$ cat src/rtl/sr_ctrl_pkg.sv
// Shared types, default sizes and the counting helper for the SR counter sequencer.
package sr_ctrl_pkg;

  localparam int unsigned DefWidth    = 2;
  localparam int unsigned DefPulseCyc = 1;
  localparam int unsigned DefMaxRetry = 2;

  typedef enum logic [2:0] {
    StClear,
    StIdle,
    StDrive,
    StRelease,
    StVerify,
    StError
  } state_e;

  // Step cnt up or down by one, wrapping modulo 2^width.
  function automatic logic [31:0] next_count(logic [31:0] cnt, logic dir, int unsigned width);
    logic [31:0] mask;
    logic [31:0] nxt;
    mask = (width >= 32) ? '1 : ((32'd1 << width) - 32'd1);
    nxt  = dir ? (cnt + 32'd1) : (cnt - 32'd1);
    return nxt & mask;
  endfunction

endpackage

$ cat src/rtl/sr_counter_sequencer_if.sv
// Request, SR-bank and status signals of the SR counter sequencer.
interface sr_counter_sequencer_if #(
  parameter int unsigned WIDTH = 2
);
  logic             en;
  logic             dir;
  logic             load;
  logic [WIDTH-1:0] load_val;
  logic             clr_err;
  logic [WIDTH-1:0] q_fb;
  logic [WIDTH-1:0] s_out;
  logic [WIDTH-1:0] r_out;
  logic             sr_reset;
  logic [WIDTH-1:0] count;
  logic             tc;
  logic             busy;
  logic             err;

  modport master (
    output en, dir, load, load_val, clr_err, q_fb,
    input  s_out, r_out, sr_reset, count, tc, busy, err
  );

  modport slave (
    input  en, dir, load, load_val, clr_err, q_fb,
    output s_out, r_out, sr_reset, count, tc, busy, err
  );
endinterface

$ cat src/rtl/sr_cmd_encoder.sv
// Turns a target value into per-bit S/R commands; both vectors are zero unless driving,
// so S and R can never be high together on any bit.
module sr_cmd_encoder #(
  parameter int unsigned WIDTH = 2
) (
  input  logic [WIDTH-1:0] target,
  input  logic             drive_en,
  output logic [WIDTH-1:0] s,
  output logic [WIDTH-1:0] r
);

  // Gate the complementary command pair with drive_en.
  always_comb begin
    s = '0;
    r = '0;
    if (drive_en) begin
      s = target;
      r = ~target;
    end
  end

endmodule

$ cat src/rtl/sr_counter_sequencer.sv
// Sequenced up/down counter built on an external SR flip-flop bank: drive, release,
// read back, and commit the count only when the bank holds the target.
module sr_counter_sequencer
  import sr_ctrl_pkg::*;
#(
  parameter int unsigned WIDTH     = DefWidth,
  parameter int unsigned PULSE_CYC = DefPulseCyc,
  parameter int unsigned MAX_RETRY = DefMaxRetry
) (
  input logic                     clk,
  input logic                     reset,
  sr_counter_sequencer_if.slave   bus
);

  localparam int unsigned PW = (PULSE_CYC > 1) ? $clog2(PULSE_CYC) : 1;
  localparam int unsigned RW = (MAX_RETRY > 0) ? $clog2(MAX_RETRY + 1) : 1;

  state_e           state_q, state_d;
  logic [WIDTH-1:0] target_q, target_d;
  logic [PW-1:0]    pulse_q, pulse_d;
  logic [RW-1:0]    retry_q, retry_d;
  logic [WIDTH-1:0] count_q, count_d;
  logic             err_q, err_d;
  logic [WIDTH-1:0] s_q, s_d;
  logic [WIDTH-1:0] r_q, r_d;
  logic             sr_reset_q, sr_reset_d;

  // S/R outputs are registered from the next state so they line up with DRIVE cycles.
  sr_cmd_encoder #(
    .WIDTH (WIDTH)
  ) u_enc (
    .target   (target_d),
    .drive_en (state_d == StDrive),
    .s        (s_d),
    .r        (r_d)
  );

  // Next-state, target, pulse/retry counters and committed count.
  always_comb begin
    state_d  = state_q;
    target_d = target_q;
    pulse_d  = pulse_q;
    retry_d  = retry_q;
    count_d  = count_q;
    err_d    = err_q;
    unique case (state_q)
      StClear: begin
        target_d = '0;
        retry_d  = '0;
        state_d  = StVerify;
      end
      StIdle: begin
        retry_d = '0;
        if (bus.load) begin
          target_d = bus.load_val;
          pulse_d  = '0;
          state_d  = StDrive;
        end else if (bus.en) begin
          target_d = WIDTH'(next_count(32'(count_q), bus.dir, WIDTH));
          pulse_d  = '0;
          state_d  = StDrive;
        end
      end
      StDrive: begin
        if (pulse_q == PW'(PULSE_CYC - 1)) begin
          state_d = StRelease;
        end else begin
          pulse_d = pulse_q + PW'(1);
        end
      end
      StRelease: state_d = StVerify;
      StVerify: begin
        if (bus.q_fb == target_q) begin
          count_d = target_q;
          retry_d = '0;
          state_d = StIdle;
        end else if (retry_q < RW'(MAX_RETRY)) begin
          retry_d = retry_q + RW'(1);
          pulse_d = '0;
          state_d = StDrive;
        end else begin
          err_d   = 1'b1;
          state_d = StError;
        end
      end
      StError: begin
        if (bus.clr_err) begin
          err_d   = 1'b0;
          state_d = StClear;
        end
      end
      default: state_d = StClear;
    endcase
    sr_reset_d = (state_d == StClear);
  end

  // State and registered outputs; reset forces S/R low immediately.
  always_ff @(posedge clk) begin
    if (reset) begin
      state_q    <= StClear;
      target_q   <= '0;
      pulse_q    <= '0;
      retry_q    <= '0;
      count_q    <= '0;
      err_q      <= 1'b0;
      s_q        <= '0;
      r_q        <= '0;
      sr_reset_q <= 1'b1;
    end else begin
      state_q    <= state_d;
      target_q   <= target_d;
      pulse_q    <= pulse_d;
      retry_q    <= retry_d;
      count_q    <= count_d;
      err_q      <= err_d;
      s_q        <= s_d;
      r_q        <= r_d;
      sr_reset_q <= sr_reset_d;
    end
  end

  assign bus.s_out    = s_q;
  assign bus.r_out    = r_q;
  assign bus.sr_reset = sr_reset_q;
  assign bus.count    = count_q;
  assign bus.err      = err_q;
  assign bus.busy     = (state_q != StIdle);
  assign bus.tc       = bus.dir ? (count_q == '1) : (count_q == '0);

endmodule

$ cat src/flat_wrapper.sv
// flat-port wrapper written by rule: the top's interface ports become plain ports
module sr_counter_sequencer_flat import sr_ctrl_pkg::*;
#(
  parameter int unsigned WIDTH     = DefWidth,
  parameter int unsigned PULSE_CYC = DefPulseCyc,
  parameter int unsigned MAX_RETRY = DefMaxRetry
)
  (clk, reset, bus_en, bus_dir, bus_load, bus_load_val, bus_clr_err, bus_q_fb, bus_s_out, bus_r_out, bus_sr_reset, bus_count, bus_tc, bus_busy, bus_err);
  sr_counter_sequencer_if #(.WIDTH(WIDTH)) bus_i ();
  input logic clk;
  input logic reset;
  input wire logic [$bits(bus_i.en)-1:0] bus_en;
  input wire logic [$bits(bus_i.dir)-1:0] bus_dir;
  input wire logic [$bits(bus_i.load)-1:0] bus_load;
  input wire logic [$bits(bus_i.load_val)-1:0] bus_load_val;
  input wire logic [$bits(bus_i.clr_err)-1:0] bus_clr_err;
  input wire logic [$bits(bus_i.q_fb)-1:0] bus_q_fb;
  output wire logic [$bits(bus_i.s_out)-1:0] bus_s_out;
  output wire logic [$bits(bus_i.r_out)-1:0] bus_r_out;
  output wire logic [$bits(bus_i.sr_reset)-1:0] bus_sr_reset;
  output wire logic [$bits(bus_i.count)-1:0] bus_count;
  output wire logic [$bits(bus_i.tc)-1:0] bus_tc;
  output wire logic [$bits(bus_i.busy)-1:0] bus_busy;
  output wire logic [$bits(bus_i.err)-1:0] bus_err;
  assign bus_i.en = bus_en;
  assign bus_i.dir = bus_dir;
  assign bus_i.load = bus_load;
  assign bus_i.load_val = bus_load_val;
  assign bus_i.clr_err = bus_clr_err;
  assign bus_i.q_fb = bus_q_fb;
  assign bus_s_out = bus_i.s_out;
  assign bus_r_out = bus_i.r_out;
  assign bus_sr_reset = bus_i.sr_reset;
  assign bus_count = bus_i.count;
  assign bus_tc = bus_i.tc;
  assign bus_busy = bus_i.busy;
  assign bus_err = bus_i.err;
  sr_counter_sequencer #(.WIDTH(WIDTH), .PULSE_CYC(PULSE_CYC), .MAX_RETRY(MAX_RETRY)) u_core (.clk(clk), .reset(reset), .bus(bus_i));
endmodule
$ cat config.mk
export PLATFORM = sky130hd
export DESIGN_NAME = sr_counter_sequencer_flat
export DESIGN_NICKNAME = d
export VERILOG_FILES = /design/src/rtl/sr_ctrl_pkg.sv /design/src/rtl/sr_counter_sequencer_if.sv /design/src/rtl/sr_cmd_encoder.sv /design/src/rtl/sr_counter_sequencer.sv /design/src/flat_wrapper.sv
export SDC_FILE = /design/constraint.sdc
export NUM_CORES = 1
export LEC_CHECK = 0
export CAP_MARGIN = 10
export CORE_MARGIN = 8
export CORE_UTILIZATION = 50
export CTS_CLUSTER_DIAMETER = 150
export DETAILED_ROUTE_END_ITERATION = 6
export GPL_TIMING_DRIVEN = 0
export PLACE_DENSITY = 0.87
export SLEW_MARGIN = 20
export SYNTH_ARGS = -nofsm -noshare
export SYNTH_HDL_FRONTEND = slang
export SYNTH_SLANG_ARGS = --single-unit
$ cat constraint.sdc
create_clock -name clk -period 4.2 [get_ports clk]
set_clock_uncertainty 0.1 [all_clocks]
set_input_delay 0.84 -clock clk [delete_from_list [all_inputs] [get_ports clk]]
set_output_delay 0.84 -clock clk [all_outputs]
set_load 0.02 [all_outputs]
==> results.cfg <==
; synthesis and place-and-route metrics
[worst_setup_path]
crit_path_frequent_cell = clkdlybuf4s50_1
cp-startpoint = bus_dir
crit_type = primary input to output port
cp_slowest_cell = clkdlybuf4s50_1
cp-start-kind = primary input
critPathBufInv = 2
critPathArrivalTime_ps = 2260
crit_family = buffers and inverters
regToRegEndpoint = u_core.bus.r_out[0]
worst-path-stages = 4
crit_path_end = bus_tc
slowest_delay_ps = 600
critPathCaptureType = output port
rr_worst_depth = 4
cp_cell_sequence = clkdlybuf4s50_1, or3_1, nand2_1, clkdlybuf4s50_1
cp.required_ps = 3260
critical_path.max_fanout = 3
r2r_setup_slack_ps = 2350

[cells_and_area]
largest_register = u_core.state_q
largest_reg_flops = 3
num-nets-final = 114
drive_above_1_share_pct = 12.62
diodes = 0
mostFrequentLayoutCells = clkdlybuf4s50_1 (18), dfxtp_1 (15), a21oi_1 (7)
layout_top_cell = clkdlybuf4s50_1
stdcell_count = 119
synthToLayoutAreaGrowth_pct = 29.74

[detailed_routing]
via_per_inst = 5.849
first_pass_iters = 4
postRouteAntennaNets = 0

[synthesis]
synth_top_cell_by_area = dfxtp_1
synth_area_um2 = 765.7
ys_cells = 81
yosys_warnings = 0
adder_share_pct = 0
yosys_area_um2 = 765.7
ys_seq_share_pct = 39.22
async_flop_share_pct = 0
syn_nets = 91
topCellsByArea = dfxtp_1 (39%), a21oi_1 (4.6%), mux2i_1 (3.9%), nor2_1 (2.9%), xnor3_1 (2.9%)
top_cell = dfxtp_1
synth-simple-area-share_pct = 22.39
ys.flops = 15
avgSynthCellArea_um2 = 9.454
ys_sh_xor_pct = 5.229
yosysUniqueCellTypes = 40
ys_top_logic_family = AND-OR/OR-AND gates
synth.cells.most_frequent = dfxtp_1 (15), a21oi_1 (7), nor2_1 (6)
ys_sh_mux_pct = 3.922
postSynthCellCount = 81
ys_sh_aoi_pct = 24.02

[final_timing]
slew_violations = 0
finalSetupViolations = 0
slew_headroom_pct = 69.89
period_minus_slack_ps = 3199
rsz0062_at_grt = false
fin_crit_sh_pct = 76.17
fmax_mhz = 312.6

[cts]
ctsHoldBuffers = 0
clock_latency_ps = 280
cts_tree = done
htree_levels = 1
cts_buffer_depth = 2
cts_root_buffer = clkbuf_4
cts_resized = 0
cts_setup_buffers = 0

[hold_path]
hp-start = u_core.bus.err
min_to = u_core.bus.err

[placed_design]
place.detailed.hpwl_um = 1448
placed_area_um2 = 965.9
gp_routability_congestion = 0.8761
place_ws_ps = 995.3
dp_cells = 115

[global_routing]
grt_max_degree = 11
overflow = 0
grt_pass1_vias = 643

[floorplan]
die_area_mm2 = 0.003040
rows = 14
fp.coreArea_mm2 = 0.001471
ios = 20
fp-utilization_pct = 52.04

[power]
pwr_density_cell_mw_per_mm2 = 564.4
p_leak_nw = 0.3778
power.total_mw = 0.5607

[job]
drv_cap = 0

[outcome]
status = finished clean
layer usage:
metal / vias to the layer above / share of wire [%] / GRT usage [%]
met5: - / 0 / 0
met4: 0 / 2.7 / 8.000
met3: 7 / 5.7 / 4.011
met2: 24 / 49 / 20.71
met1: 316 / 43 / 15.98
li1: 349 / - / -
area by class of cell:
type | instances | area (µm²)
fillers | 120 | 478.0
multi-input cells | 58 | 425.4
flip-flops and latches | 15 | 300.3
repair buffers | 18 | 180.2
plain buffers | 5 | 28.78
clock buffers | 3 | 22.52
well taps | 16 | 20.02
inverters | 3 | 11.26
clock inverters | 1 | 5.005
report_power, final:
group	leakage, nW	switching (mW)	internal (mW)	total (mW)
logic	0.238	0.158	0.127	0.285
clock network	0.0177	0.0465	0.0354	0.0820
registers	0.122	0.0175	0.176	0.193
total	0.378	0.222	0.338	0.561
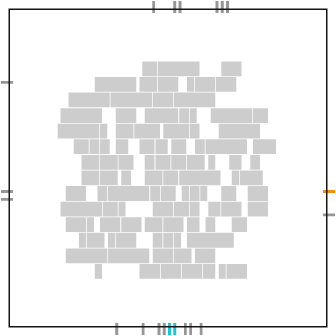
*I/O pins on the die edge*
Pins as bars across the die edge, other pins in gray.
`bus_clr_err`: drawn in orange, pins 1, direction input, edge right. `bus_load_val`: drawn in cyan, pins 2, direction input, edge bottom.
All pins by edge: 9 bottom, 6 top, 3 left, 2 right.
PortBufs: 18
die extent in x: 55.14 µm
vertical die size: 55.14 µm

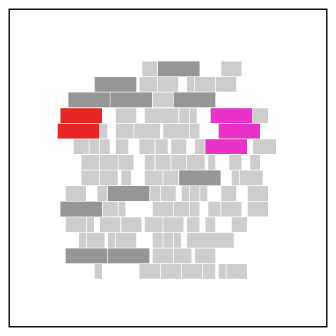
*Register map, names as in the netlist*
Other sequential cells in the stronger gray, the rest of the logic in the fainter gray.
`u_core.retry_q`: drawn in red, flops 2. `u_core.state_q`: drawn in magenta, flops 3.
register area: 300.3 µm²
fraction of area in registers: 30.23%
fin util: 67.52%

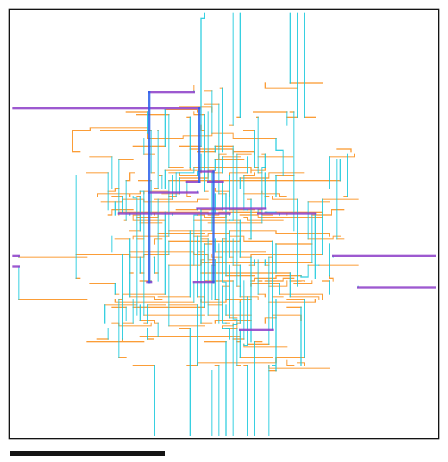
*Signal wires by layer*
Bar = 20 µm.
metal 2: drawn in cyan, wire length 876 µm. metal 1: drawn in orange, wire length 769 µm. metal 3: drawn in purple, wire length 103 µm. metal 4: drawn in blue, wire length 48.3 µm.
Avg WL per Cell: 15.08 µm
drt total wl: 1795 µm
vias post-DR: 696
GRT Resource Usage Total: 13.40%

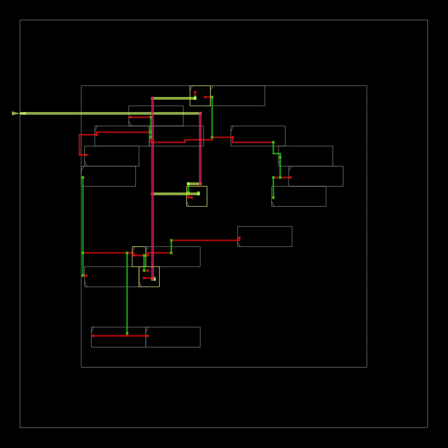
*Clock routing*
total CTS buffers: 3
clk sinks: 15
flop count: 15

Power is estimated from default activity; no workload was simulated.
